<file path="src/rtl/cpu_trace_pkg.sv">
// Shared types, constants and character-class helpers for the trace checker.
package cpu_trace_pkg;

  // Parser states; the suffix-0 states wait for the first digit of a field.
  typedef enum logic [3:0] {
    S_IDLE,
    S_TIME0,
    S_TIME,
    S_PC0,
    S_PC,
    S_SEP,
    S_REG0,
    S_REG,
    S_ADDR0,
    S_ADDR,
    S_ARROW_SP,
    S_ARROW_EQ,
    S_DATA_SP,
    S_DATA
  } state_t;

  // Reported line formats.
  localparam logic [1:0] FMT_NONE = 2'b00;
  localparam logic [1:0] FMT_REG  = 2'b01;
  localparam logic [1:0] FMT_MEM  = 2'b10;

  // Bit positions inside the error vector.
  localparam int ERR_TIME = 0;
  localparam int ERR_PC   = 1;
  localparam int ERR_ADDR = 2;
  localparam int ERR_REG  = 3;
  localparam int ERR_ZREG = 4;
  localparam int ERR_W    = 5;

  // Punctuation recognised by the parser.
  localparam logic [7:0] CH_CARET  = 8'h5E; // ^
  localparam logic [7:0] CH_AT     = 8'h40; // @
  localparam logic [7:0] CH_COLON  = 8'h3A; // :
  localparam logic [7:0] CH_DOLLAR = 8'h24; // $
  localparam logic [7:0] CH_STAR   = 8'h2A; // *
  localparam logic [7:0] CH_SP     = 8'h20; // space
  localparam logic [7:0] CH_LT     = 8'h3C; // <
  localparam logic [7:0] CH_EQ     = 8'h3D; // =
  localparam logic [7:0] CH_HASH   = 8'h23; // #

  // Decimal digit '0'..'9'.
  function automatic logic is_dec(input logic [7:0] c);
    return (c >= 8'h30) && (c <= 8'h39);
  endfunction

  // Lowercase hex digit; uppercase letters are deliberately rejected.
  function automatic logic is_hex(input logic [7:0] c);
    return is_dec(c) || ((c >= 8'h61) && (c <= 8'h66));
  endfunction

  // Nibble value of a digit that already passed is_dec or is_hex.
  function automatic logic [3:0] hex_val(input logic [7:0] c);
    if (is_dec(c)) begin
      return c[3:0];
    end
    return c[3:0] + 4'd9; // 'a' = 0x61 -> 1 + 9 = 10
  endfunction

endpackage

</file>
<file path="src/rtl/cpu_trace_checker_num_acc.sv">
// Digit accumulator shared by every numeric field of a trace line.
// A clear together with a shift loads the first digit of a new field.
module trace_num_acc
  import cpu_trace_pkg::*;
(
  input  logic        clk,
  input  logic        reset,
  input  logic        clear_i,
  input  logic        shift_dec_i,
  input  logic        shift_hex_i,
  input  logic [7:0]  char_i,
  output logic [31:0] value_o,
  output logic [3:0]  count_o
);

  logic [31:0] value_q, value_d;
  logic [3:0]  count_q, count_d;
  logic [31:0] base_value;
  logic [3:0]  base_count;
  logic [3:0]  digit;

  // Next value: start from zero on clear, then fold in the new digit.
  always_comb begin
    digit      = hex_val(char_i);
    base_value = clear_i ? 32'd0 : value_q;
    base_count = clear_i ? 4'd0 : count_q;
    value_d    = base_value;
    count_d    = base_count;
    if (shift_dec_i) begin
      value_d = base_value * 32'd10 + {28'd0, digit};
      count_d = base_count + 4'd1;
    end else if (shift_hex_i) begin
      value_d = {base_value[27:0], digit};
      count_d = base_count + 4'd1;
    end
  end

  // Accumulator register.
  always_ff @(posedge clk) begin
    if (reset) begin
      value_q <= 32'd0;
      count_q <= 4'd0;
    end else begin
      value_q <= value_d;
      count_q <= count_d;
    end
  end

  assign value_o = value_q;
  assign count_o = count_q;

endmodule

</file>
<file path="config.mk">
export PLATFORM = sky130hd
export DESIGN_NAME = trace_num_acc
export DESIGN_NICKNAME = d
export VERILOG_FILES = /design/src/rtl/cpu_trace_pkg.sv /design/src/rtl/cpu_trace_checker_num_acc.sv
export SDC_FILE = /design/constraint.sdc
export NUM_CORES = 1
export LEC_CHECK = 0
export CAP_MARGIN = 20
export CORE_MARGIN = 5
export CORE_UTILIZATION = 45
export CTS_CLUSTER_DIAMETER = 80
export DETAILED_ROUTE_END_ITERATION = 16
export GPL_ROUTABILITY_DRIVEN = 0
export PLACE_DENSITY = 0.64
export SYNTH_ARGS = -nofsm -noshare
export SYNTH_HDL_FRONTEND = slang
export SYNTH_SLANG_ARGS = --single-unit
</file>
<file path="constraint.sdc">
create_clock -name clk -period 6.26 [get_ports clk]
set_input_delay 1.252 -clock clk [delete_from_list [all_inputs] [get_ports clk]]
set_output_delay 1.252 -clock clk [all_outputs]
set_load 0.02 [all_outputs]
</file>
### Metal 1, run 1

Bar = 20 um. Supply wires on this layer in gray.
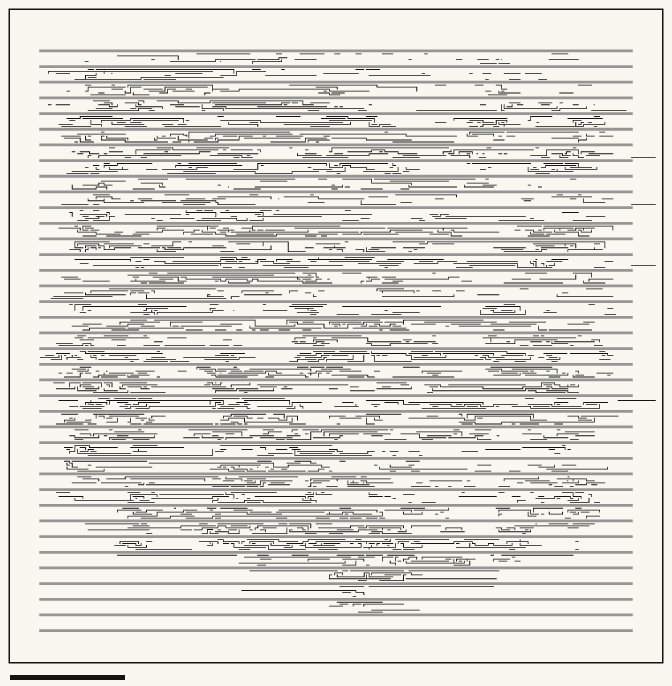
nets with wire on the layer = 690
longest straight run = 30.8 um
wire length on this layer = 6,510 um
share of all routed wire = 47%
main direction = horizontal

### M2 wires, run 1

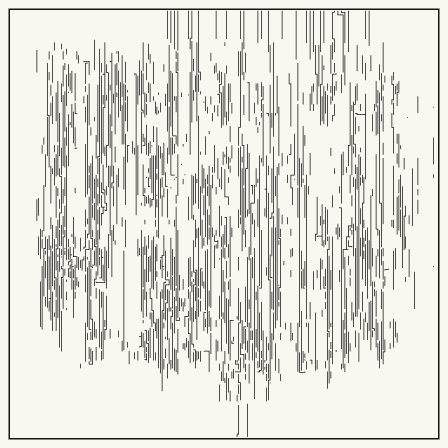
share of all routed wire = 47%
wire length on this layer = 6,590 um
longest straight run = 44.5 um
nets with wire on the layer = 616

==> impl_metrics.csv, run 1 <==
group,metric,value,unit
outcome,status,"finished, final reports clean",
timing,worst_pin_slew,1040,ps
detailed_routing,drtPass1Iterations,5,
layout,n_all_buffers,72,
timing,setup_violations,0,
power,power_frac_seq,37.5,%
timing,fmax,171,MHz
min_path,hold_depth,2,
clock_network,cts_tree,"built",
yosys,mux_share,2.66,%
global_routing,antenna_found_initial,0,
timing,hold_viol,0,
yosys,avgSynthCellArea,7.79,um2
layout,largest_cell_class,"combinational gates",
setup_path,startpoint,"clear_i",
timing,period_needed,5860,ps
detailed_routing,route.detailed.drc,0,
layout,nets,730,
yosys,async_reset_ff_share,0,%
floorplan,fp_util,46.2,%
global_routing,grt_pass1_wl,22.8,mm
clock_network,cts_max_level,2,
clock_network,cts_setup_buffers,0,
layout,drive_gt1_share,8.22,%
setup_path,worstSetupPathType,"in2reg",
setup_path,crit_slowest_cell,"a221oi_1",
setup_path,r2r_cells,13,
layout,nNonClkInverters,6,
layout,logic_area,3890,um2
global_routing,overflow,0,
yosys,ys_cells,615,
layout,largest_register_ffs,32,
power,power_frac_clock,26.6,%
power,swShare,35.5,%
setup_path,worstPathMaxFanout,26,
layout,final_area,5560,um2
placed_design,dp_cells,785,
detailed_routing,drtAntennaViolNets,0,
### Metal 3, run 1

Bar = 20 um. Cells faint in the background.
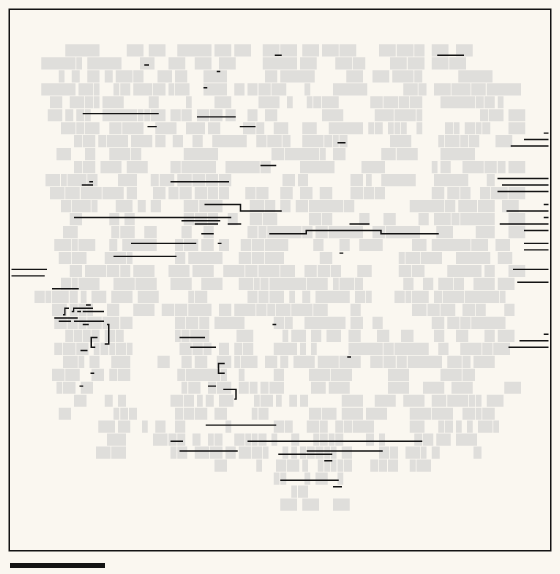
longest straight run = 36.3 um
wire length on this layer = 477 um
share of all routed wire = 3.4%
nets with wire on the layer = 59

### Signal wires on met4, run 1

Supply wires on this layer in gray.
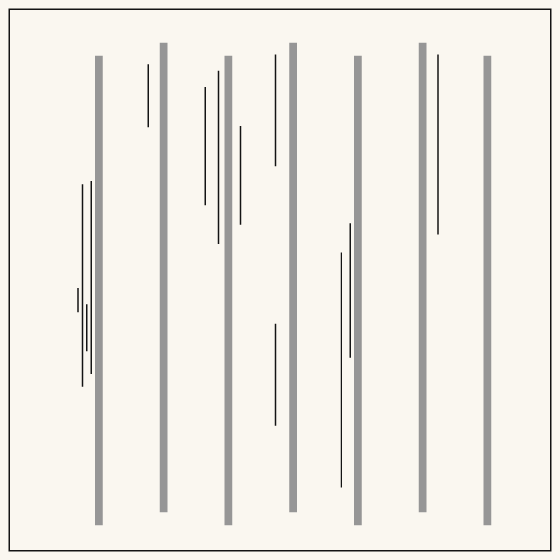
main direction = vertical
wire length on this layer = 349 um
longest straight run = 49.0 um

==> run 1: power groups by stage <==
stage          sequential (uW)  combinational, uW  clock, uW
6_report                   255                244        181
5_1_grt                    257                267        195
4_1_cts                    255                244        183
3_5_place_dp               260                243          0
3_3_place_gp               260                239          0
2_1_floorplan              272                149          0
==> run 1: stage by stage <==
step | hold WS [ps] | power, uW | setup WS, ps
2_1_floorplan | 612 | 422 | 746
3_3_place_gp | 533 | 499 | 249
3_5_place_dp | 541 | 503 | 151
4_1_cts | 562 | 681 | 449
5_1_grt | 587 | 719 | 67.7
6_report | 552 | 680 | 404
==> run 1: routing by layer <==
metal	track usage [%]	share of wire, %	vias to the layer above
met3	2.94	3.4	26
met5	0	0	-
met1	28.4	47	2231
met2	36.4	47	114
li1	-	-	2388
met4	6.33	2.5	0
==> inputs of run 2 (changes only) <==
GPL_TIMING_DRIVEN = 0   (was not set)
==> run 2 against run 1 <==
Against the previous run:
- highest routed layer unchanged
- clock-buffer cell count is 1 higher
- worst setup slack lost 220 ps
- worst hold slack got worse by 5.2 ps
- via count rose by 2.1%
- non-clock buffer count rose by 13
- core utilization is 0.072 points higher
- first-iteration DRC count is 16% lower
- die area is the same
- synthesized area stayed put
==> impl_metrics.csv, run 2 <==
group,metric,value,unit
yosys,simple_gate_share,27.6,%
clock_network,clkTransAtPathRegs,80,ps
setup_path,worstPathRequired,6450,ps
layout,syn_to_final_growth,16.3,%
clock_network,cts-root-buf,"clkbuf_8",
clock_network,insertion_delay,290,ps
yosys,logic_family,"simple AND/OR/NAND/NOR gates",
timing,setup_violations,0,
yosys,avgSynthCellArea,7.79,um2
layout,largest_register_ffs,32,
setup_path,startpoint,"clear_i",
timing,setup_ws,185,ps
clock_network,cts_max_level,2,
setup_path,r2r_cells,14,
clock_network,cts_tree,"built",
setup_path,worstSetupPathType,"in2reg",
placed_design,place_area,5410,um2
layout,diodes,0,
yosys,synth-main-ff-cell,"dfxtp_1",
power,p_leak,0.00219,uW
yosys,yosys_area,4790,um2
layout,nets,743,
setup_path,path_depth,15,
min_path,hold_depth,2,
layout,fillCellCount,1053,
global_routing,antenna_found_initial,0,
placed_design,io_buffers,45,
yosys,ys_cells,615,
layout,final_area,5570,um2
yosys,async_reset_ff_share,0,%
power,power_density,121,nW/um2
yosys,edf_count,0,
layout,drive_gt1_share,7.46,%
global_routing,grt_util_met3,2.89,%
timing,worst_pin_slew,896,ps
setup_path,start_kind,"primary input",
detailed_routing,drtPass1Iterations,5,
placed_design,dp_cells,796,
detailed_routing,wl_met1,6.63,mm
min_path,hp-start,"count_o[3]",
yosys,compound_area_share,25.9,%
detailed_routing,top_layer,"met4",
global_routing,met2_usage,35.4,%
setup_path,cp_cell_sequence,"clkdlybuf4s50_1, clkbuf_2, nor2b_1, ha_1, ha_1, and3_4, a221o_2, and3_1, or4b_4, or4_4, nor4_4, nand4_1, nor4_2, xnor3_1, a32o_1",
detailed_routing,drtAntennaViolNets,0,
yosys,ys_warn_count,0,
yosys,largest_area_cell,"ha_1",
setup_path,worstSetupEndpoint,"value_o[31]",
layout,logic_area,3940,um2
setup_path,worstPathMaxFanout,10,
setup_path,cp.arrival,6260,ps
setup_path,crit_slowest_cell,"or4b_4",
timing,hold_viol,0,
detailed_routing,wl_per_cell,17.6,um
floorplan,fp_util,46.2,%
floorplan,die_h,113,um
timing,tns,0,ps
global_routing,grt_pass1_vias,4618,
global_routing,grt_pass1_wl,22.6,mm
detailed_routing,wl_met3,641,um
yosys,ys_ff,36,
yosys,yosysMostFrequentCell,"ha_1",
global_routing,use_met1,29.1,%
global_routing,grt_busiest_layer,"met2",
clock_network,clock-sinks,36,
detailed_routing,route.detailed.drc,0,
global_routing,overflow,0,
timing,hold_ws,546,ps
setup_path,cp.buffers_inverters,2,
detailed_routing,dr_wl_met2,6.69,mm
outcome,status,"finished, final reports clean",
timing,period_needed,6070,ps
yosys,mux_share,2.66,%
timing,period_used_share,97.0,%
yosys,ys_seq_share,15.0,%
timing,slew_headroom,38.7,%
placed_design,dp_slack,-625,ps
power,total_power,675,uW
timing,fmax,165,MHz
clock_network,cts_max_path_buffers,2,
-- run 2: cell counts after synthesis --
No cell type changed its count.
-- run 2: worst min-delay path: stages, from the launching register on --
cell,delay (ps)
dfxtp_1,350
xnor2_1,120
nor3_1,40
-- run 2: where the power goes --
part,internal [uW],switching (uW),total (uW)
Clock,90.0,87.8,178
Sequential,243,11.0,254
Combinational,102,141,243
-- run 2: cell type report --
cell class | count | share of cell area, %
Multi-Input combinational cell | 535 | 70.7
Buffer | 38 | 2.94
Clock buffer | 8 | 1.62
Inverter | 6 | 0.404
Sequential cell | 36 | 12.9
Timing Repair Buffer | 47 | 8.35
Tap cell | 136 | 3.05
-- run 2: timing repair --
item,CTS,global route
buffers inserted,0,2
pin swaps,0,1
endpoints found under the setup margin,5,7
resized,3,21
### Metal 3, run 2

Bar = 20 um. Cells faint in the background.
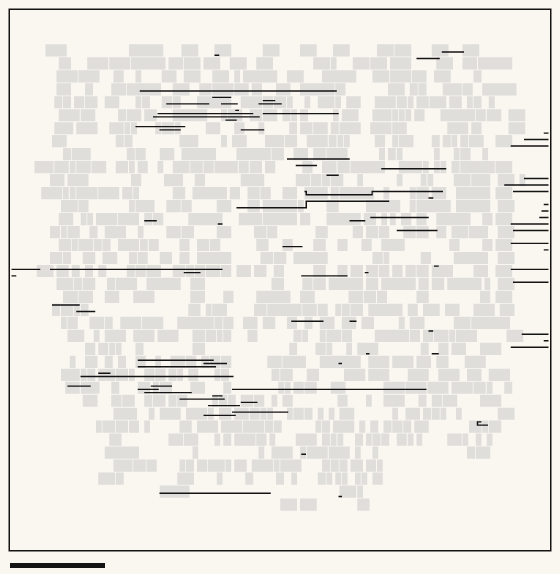
main direction = horizontal
wire length on this layer = 642 um

### Clock nets, run 2

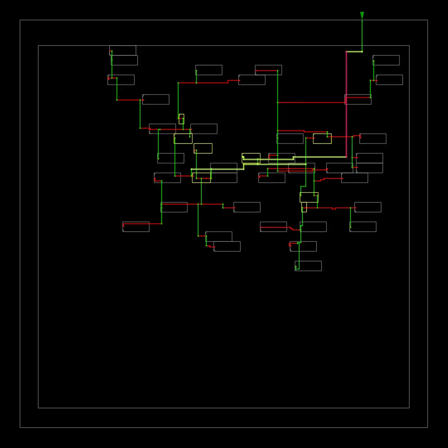
registers: 36
clk_skew: 8.56 ps

Power is estimated from default activity; no workload was simulated.
